File: config.mk
export PLATFORM = sky130hd
export DESIGN_NAME = round_ctrl
export DESIGN_NICKNAME = d
export VERILOG_FILES = /design/src/rtl/round_ctrl.sv
export SDC_FILE = /design/constraint.sdc
export NUM_CORES = 1
export LEC_CHECK = 0
export ABC_AREA = 0
export CAP_MARGIN = 25
export CORE_ASPECT_RATIO = 0.8
export CORE_UTILIZATION = 45
export DETAILED_ROUTE_END_ITERATION = 7
export PLACE_DENSITY = 0.71
export SLEW_MARGIN = 20
export SYNTH_ARGS = -nofsm -noshare
export SYNTH_HDL_FRONTEND = slang
export SYNTH_SLANG_ARGS = --single-unit
File: constraint.sdc
create_clock -name clk -period 4.8 [get_ports clk]
set_clock_uncertainty 0.1 [all_clocks]
set_input_delay 1.44 -clock clk [delete_from_list [all_inputs] [get_ports clk]]
set_output_delay 1.44 -clock clk [all_outputs]
set_load 0.01 [all_outputs]
File: src/rtl/round_ctrl.sv
// round_ctrl
// Round controller for the reflex trainer. Requests a ball from the
// position generator, waits one cycle for it to settle, and then runs a
// timed round. A round ends on a click inside the ball box (a hit) or
// when the millisecond counter reaches the timeout (a miss). The block
// keeps score, the last and best reaction times, and the count of
// completed rounds for a game of ROUNDS rounds.
//
// Ports:
//   clk, rst          system clock, synchronous active-high reset
//   start             single-cycle pulse, begins a game from IDLE or DONE
//   click             single-cycle mouse click pulse
//   cursorX, cursorY  cursor pixel position
//   ballX, ballY      ball top-left corner from the generator
//   new_ball          one-cycle request for a new ball position (SPAWN)
//   ball_visible      high while the round is live (ACTIVE)
//   score             hits this game, saturating at 255
//   round_cnt         completed rounds this game
//   last_rt           reaction time of the last round in ms (TIMEOUT_MS on a miss)
//   best_rt           fastest hit this game in ms, 1023 when there has been no hit
//   game_over         high once all rounds are complete (DONE)
//
// Configuration macro:
//   MISS_PENALTY_EN   when defined, a timeout takes one point off the score
//                     (saturating at 0); otherwise a timeout leaves it alone.

module round_ctrl #(
   parameter int TICK_DIV   = 25000,
   parameter int BALL_SIZE  = 40,
   parameter int TIMEOUT_MS = 1000,
   parameter int ROUNDS     = 10
) (
   input  logic       clk,
   input  logic       rst,
   input  logic       start,
   input  logic       click,
   input  logic [9:0] cursorX,
   input  logic [9:0] cursorY,
   input  logic [9:0] ballX,
   input  logic [9:0] ballY,
   output logic       new_ball,
   output logic       ball_visible,
   output logic [7:0] score,
   output logic [4:0] round_cnt,
   output logic [9:0] last_rt,
   output logic [9:0] best_rt,
   output logic       game_over
);

   localparam int PW = (TICK_DIV > 1) ? $clog2(TICK_DIV) : 1;

   typedef enum logic [2:0] {
      IDLE,
      SPAWN,
      SETTLE,
      ACTIVE,
      DONE
   } state_t;

   state_t        state_q, state_d;
   logic [PW-1:0] presc_q, presc_d;
   logic [9:0]    ms_q, ms_d;
   logic [7:0]    score_q, score_d;
   logic [4:0]    round_q, round_d;
   logic [9:0]    lastRt_q, lastRt_d;
   logic [9:0]    bestRt_q, bestRt_d;

   logic       inBox;
   logic       hit;
   logic       timeout;
   logic       roundEnd;
   logic [4:0] roundNext;

   // The box test widens everything to 11 bits so that a ball near the
   // right or bottom screen edge cannot wrap its far edge back to zero.
   assign inBox = ({1'b0, cursorX} >= {1'b0, ballX}) &&
                  ({1'b0, cursorX} <  ({1'b0, ballX} + 11'(BALL_SIZE))) &&
                  ({1'b0, cursorY} >= {1'b0, ballY}) &&
                  ({1'b0, cursorY} <  ({1'b0, ballY} + 11'(BALL_SIZE)));

   // A hit takes priority over a timeout landing in the same cycle.
   assign hit       = (state_q == ACTIVE) && click && inBox;
   assign timeout   = (state_q == ACTIVE) && (ms_q == 10'(TIMEOUT_MS));
   assign roundEnd  = hit || timeout;
   assign roundNext = round_q + 5'd1;

   // Next-state logic: game setup on start, round timing in ACTIVE, and
   // the score/reaction-time bookkeeping when a round ends.
   always_comb begin
      state_d  = state_q;
      presc_d  = presc_q;
      ms_d     = ms_q;
      score_d  = score_q;
      round_d  = round_q;
      lastRt_d = lastRt_q;
      bestRt_d = bestRt_q;

      case (state_q)
         IDLE, DONE: begin
            if (start) begin
               score_d  = 8'd0;
               round_d  = 5'd0;
               lastRt_d = 10'd0;
               bestRt_d = 10'd1023;
               state_d  = SPAWN;
            end
         end
         SPAWN: begin
            state_d = SETTLE;
         end
         SETTLE: begin
            presc_d = '0;
            ms_d    = 10'd0;
            state_d = ACTIVE;
         end
         ACTIVE: begin
            if (presc_q == PW'(TICK_DIV - 1)) begin
               presc_d = '0;
               if (ms_q != 10'd1023) begin
                  ms_d = ms_q + 10'd1;
               end
            end else begin
               presc_d = presc_q + PW'(1);
            end

            if (hit) begin
               if (score_q != 8'd255) begin
                  score_d = score_q + 8'd1;
               end
               lastRt_d = ms_q;
               if (ms_q < bestRt_q) begin
                  bestRt_d = ms_q;
               end
            end else if (timeout) begin
               lastRt_d = 10'(TIMEOUT_MS);
`ifdef MISS_PENALTY_EN
               if (score_q != 8'd0) begin
                  score_d = score_q - 8'd1;
               end
`else
               score_d = score_q;
`endif
            end

            if (roundEnd) begin
               round_d = roundNext;
               state_d = (roundNext == 5'(ROUNDS)) ? DONE : SPAWN;
            end
         end
         default: begin
            state_d = IDLE;
         end
      endcase
   end

   // State and counter registers; reset drops straight back to IDLE with
   // the score registers at their power-up values.
   always_ff @(posedge clk) begin
      if (rst) begin
         state_q  <= IDLE;
         presc_q  <= '0;
         ms_q     <= 10'd0;
         score_q  <= 8'd0;
         round_q  <= 5'd0;
         lastRt_q <= 10'd0;
         bestRt_q <= 10'd1023;
      end else begin
         state_q  <= state_d;
         presc_q  <= presc_d;
         ms_q     <= ms_d;
         score_q  <= score_d;
         round_q  <= round_d;
         lastRt_q <= lastRt_d;
         bestRt_q <= bestRt_d;
      end
   end

   assign new_ball     = (state_q == SPAWN);
   assign ball_visible = (state_q == ACTIVE);
   assign game_over    = (state_q == DONE);
   assign score        = score_q;
   assign round_cnt    = round_q;
   assign last_rt      = lastRt_q;
   assign best_rt      = bestRt_q;

endmodule

### Gate-type map, run 1

Bar = 20 um.
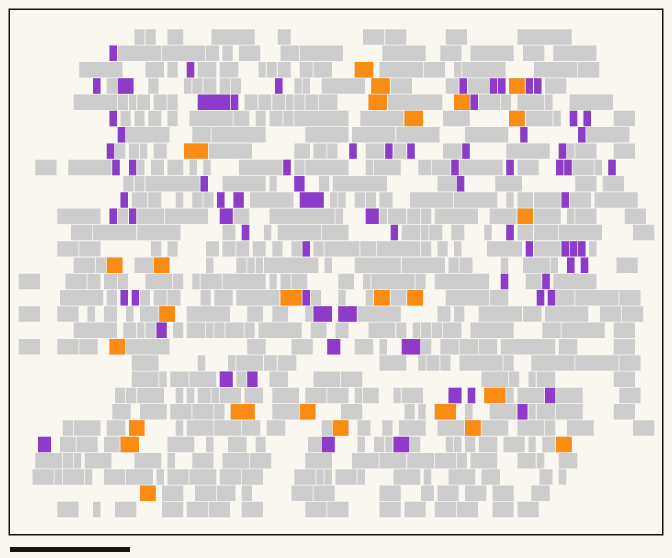
legend:
  AND-OR and OR-AND gates:
    colour: orange
    cells: 26
    most_used: a21o_1
  NOR gates:
    colour: purple
    cells: 76
    most_used: nor2_1

### Routing congestion map, run 1

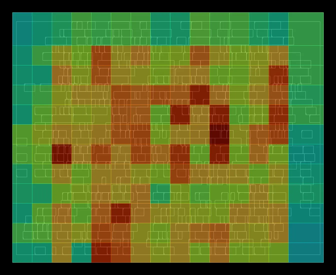
grt peak-use layer: met2
met1 GRT Util: 31.85%
Routed WL per cell: 14.93 um
final core utilization: 61.37%

### Local utilization, run 1

11 x 9 tiles, from dark blue (low) to red (high), 0 to 100% covered.
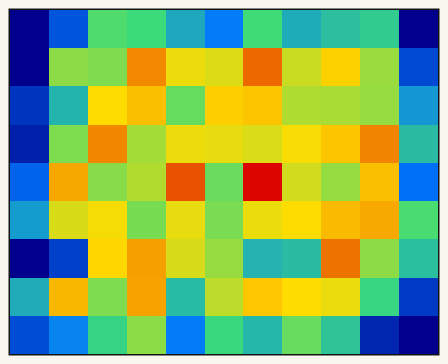
densest ninth of the die: centre
fullest tile: 100%
mean over tiles: 54%

### Routed metal, one colour a layer, run 1

Bar = 20 um.
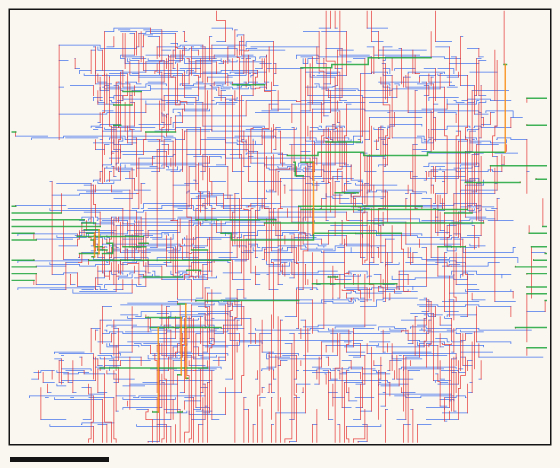
legend:
  metal 4:
    colour: orange
    wire_length: 85.0 um
  metal 2:
    colour: red
    wire_length: 4,830 um
  metal 1:
    colour: blue
    wire_length: 4,940 um
  metal 3:
    colour: green
    wire_length: 596 um

==> CHANGELOG.md, run 1 <==
### Implementation results

* Dpl cells at 685
* Most numerous logic cell after layout: clkdlybuf4s50_1
* Hold_ws at 363.8 ps
* XORs/XNORs by Area at 4.049%
* Die height at 87.48 um
* FMAX at approximately 230 MHz
* Net Sw Frac at 24.55%
* Worst VDD drop at 0.0001336 V
* Vias at 3,915
* Top delay family on crit path: AND-OR/OR-AND gates
* PnR worst setup slack at 535.8 ps
* Simple-gate portion of the synthesized area at a little over 20%
* P_comb at just under 0.0002 W
* Crit start category: input pin
* Pleak at 2.386 nW
* Area after DPL at approximately 5000 um2
* First-pass GRT wire length at 17,710 um
* Post-synth regs at 61
* Clock power share at 46.3%
* Drt pass-1 iters at 4
* Sw power at 0.0003251 W
* Ports at 80
* Ys cells at 503
* Post-Syn Nets at 598
* H-tree depth at 3
* Vias per cell at 5.593
* Status: complete, no violations
* Routed WL at 10,450 um
* Worst slew margin at 44.84%
* PostCTS Resize Cnt at 0
* OpenROAD warnings at 30
* Die span in x at 108.9 um
* Max power group: the clock network
* Initial core utilization at between 40% and 50%
## run 1: area by class of cell
cell class | count | area, um2 | area share (%)
clock buffers | 10 | 229.0 | 4.303
clock inverters | 5 | 52.55 | 0.9875
inverters | 40 | 150.1 | 2.822
multi-input cells | 385 | 2674 | 50.25
flip-flops and latches | 61 | 1221 | 22.95
well taps | 112 | 140.1 | 2.633
repair buffers | 87 | 854.6 | 16.06
## run 1: metal layers
metal  track usage, %  wire, um  up-vias
li1                 -         -     1983
met1            31.85      4940     1807
met2            37.74      4833      111
met3            5.310       595       14
met4            7.002        85        0
met5                0         0        -
## run 1: sequential cells by signal (all words and copies together), names as in the netlist
signal	flops
best_rt	10
last_rt	10
score	8
ms_q	10
round_cnt	5
state_q	3
presc_q	15
## Run 2: what changed since run 1
--- a/config.mk
+++ b/config.mk
@@ -8,6 +8,7 @@
 export ABC_AREA = 0
 export CAP_MARGIN = 25
 export CORE_ASPECT_RATIO = 0.8
+export CORE_MARGIN = 1
 export CORE_UTILIZATION = 45
 export DETAILED_ROUTE_END_ITERATION = 7
 export PLACE_DENSITY = 0.71
### Clock wires, drivers and flops, run 2

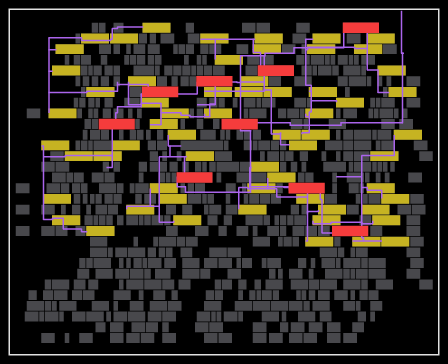
legend:
  flip-flops:
    colour: yellow
    count: 61
  clock drivers:
    colour: red
    count: 9
  clock wires:
    colour: purple
    length: 810 um
routed clock nets: 10

==> CHANGELOG.md, run 2 <==
### Implementation results

* Status: complete, no violations
* Max power group: the clock network
* Clock Buffer Count at 10 (unchanged)
* Cell group occupying the most layout area: logic gates
* Grt peak-use layer: met2
* Met1 GRT Util at 31.85% (unchanged)
* PostCTS Resize Cnt at 0 (unchanged)
* Routed WL per cell at 14.93 um (unchanged)
* Ys cells at 503 (unchanged)
* Drt pass-1 iters at 4 (unchanged)
* Simple-gate portion of the synthesized area at 20.73% (unchanged)
* Die span in x at 108.9 um (unchanged)
* Die height at 87.48 um (unchanged)
* Vias per cell at 5.593 (unchanged)
* Data buffer area share at 16.06% (unchanged)
* Post-Syn Nets at 598 (unchanged)
* H-tree depth at 3 (unchanged)
* First-pass GRT wire length at 17,710 um (unchanged)
* Seq cells at 61 (unchanged)
* Comb gates at 385 (unchanged)
* Logic area at 2674 um2 (unchanged)
* FMAX at 234.5 MHz (unchanged)
* Post-synth regs at 61 (unchanged)
* Global-route met2 utilization at 37.74% (unchanged)
* Tap Count at 112 (unchanged)
* Non-clock inverters at 40 (unchanged)
* DR top layer: met4
* Routed met3 length at 595 um (unchanged)
* Top reg by flops: presc_q
* Max reg flops at 15 (unchanged)
* Initial core utilization at 47.40% (unchanged)
* XORs/XNORs by Area at 4.049% (unchanged)
* Final core utilization at 61.37% (unchanged)
* Comb area share at 50.25% (unchanged)
* Worst slew margin at 44.84% (unchanged)
* Sw power at 0.0003251 W (unchanged)
* Clock power share at 46.3% (about the same)
* P_comb at 0.000196 W (about the same)
* Net Sw Frac at 24.55% (unchanged)
-- run 2: cell counts in the layout (fill, tap and decap cells not counted) --
No cell type changed its count.
-- run 2: metrics by stage --
| stage | cells | total power (W) | hold slack [ps] | instance area (um2) | setup WS (ps) |
|---|---|---|---|---|---|
| after floorplan | 503 | 0.0006377 | 354.4 | 4110 | 965.1 |
| after global placement | 684 | 0.0007131 | 352.6 | 5029 | 289.9 |
| after detailed placement | 685 | 0.0007195 | 349.5 | 5040 | 202.7 |
| after global routing | 700 | 0.001385 | 376.0 | 5321 | 327.2 |
| after CTS | 700 | 0.001334 | 364.8 | 5321 | 532.9 |
| final | 700 | 0.001324 | 363.8 | 5321 | 535.8 |
Power figures rest on the tool's default switching activity, not on a simulated workload.
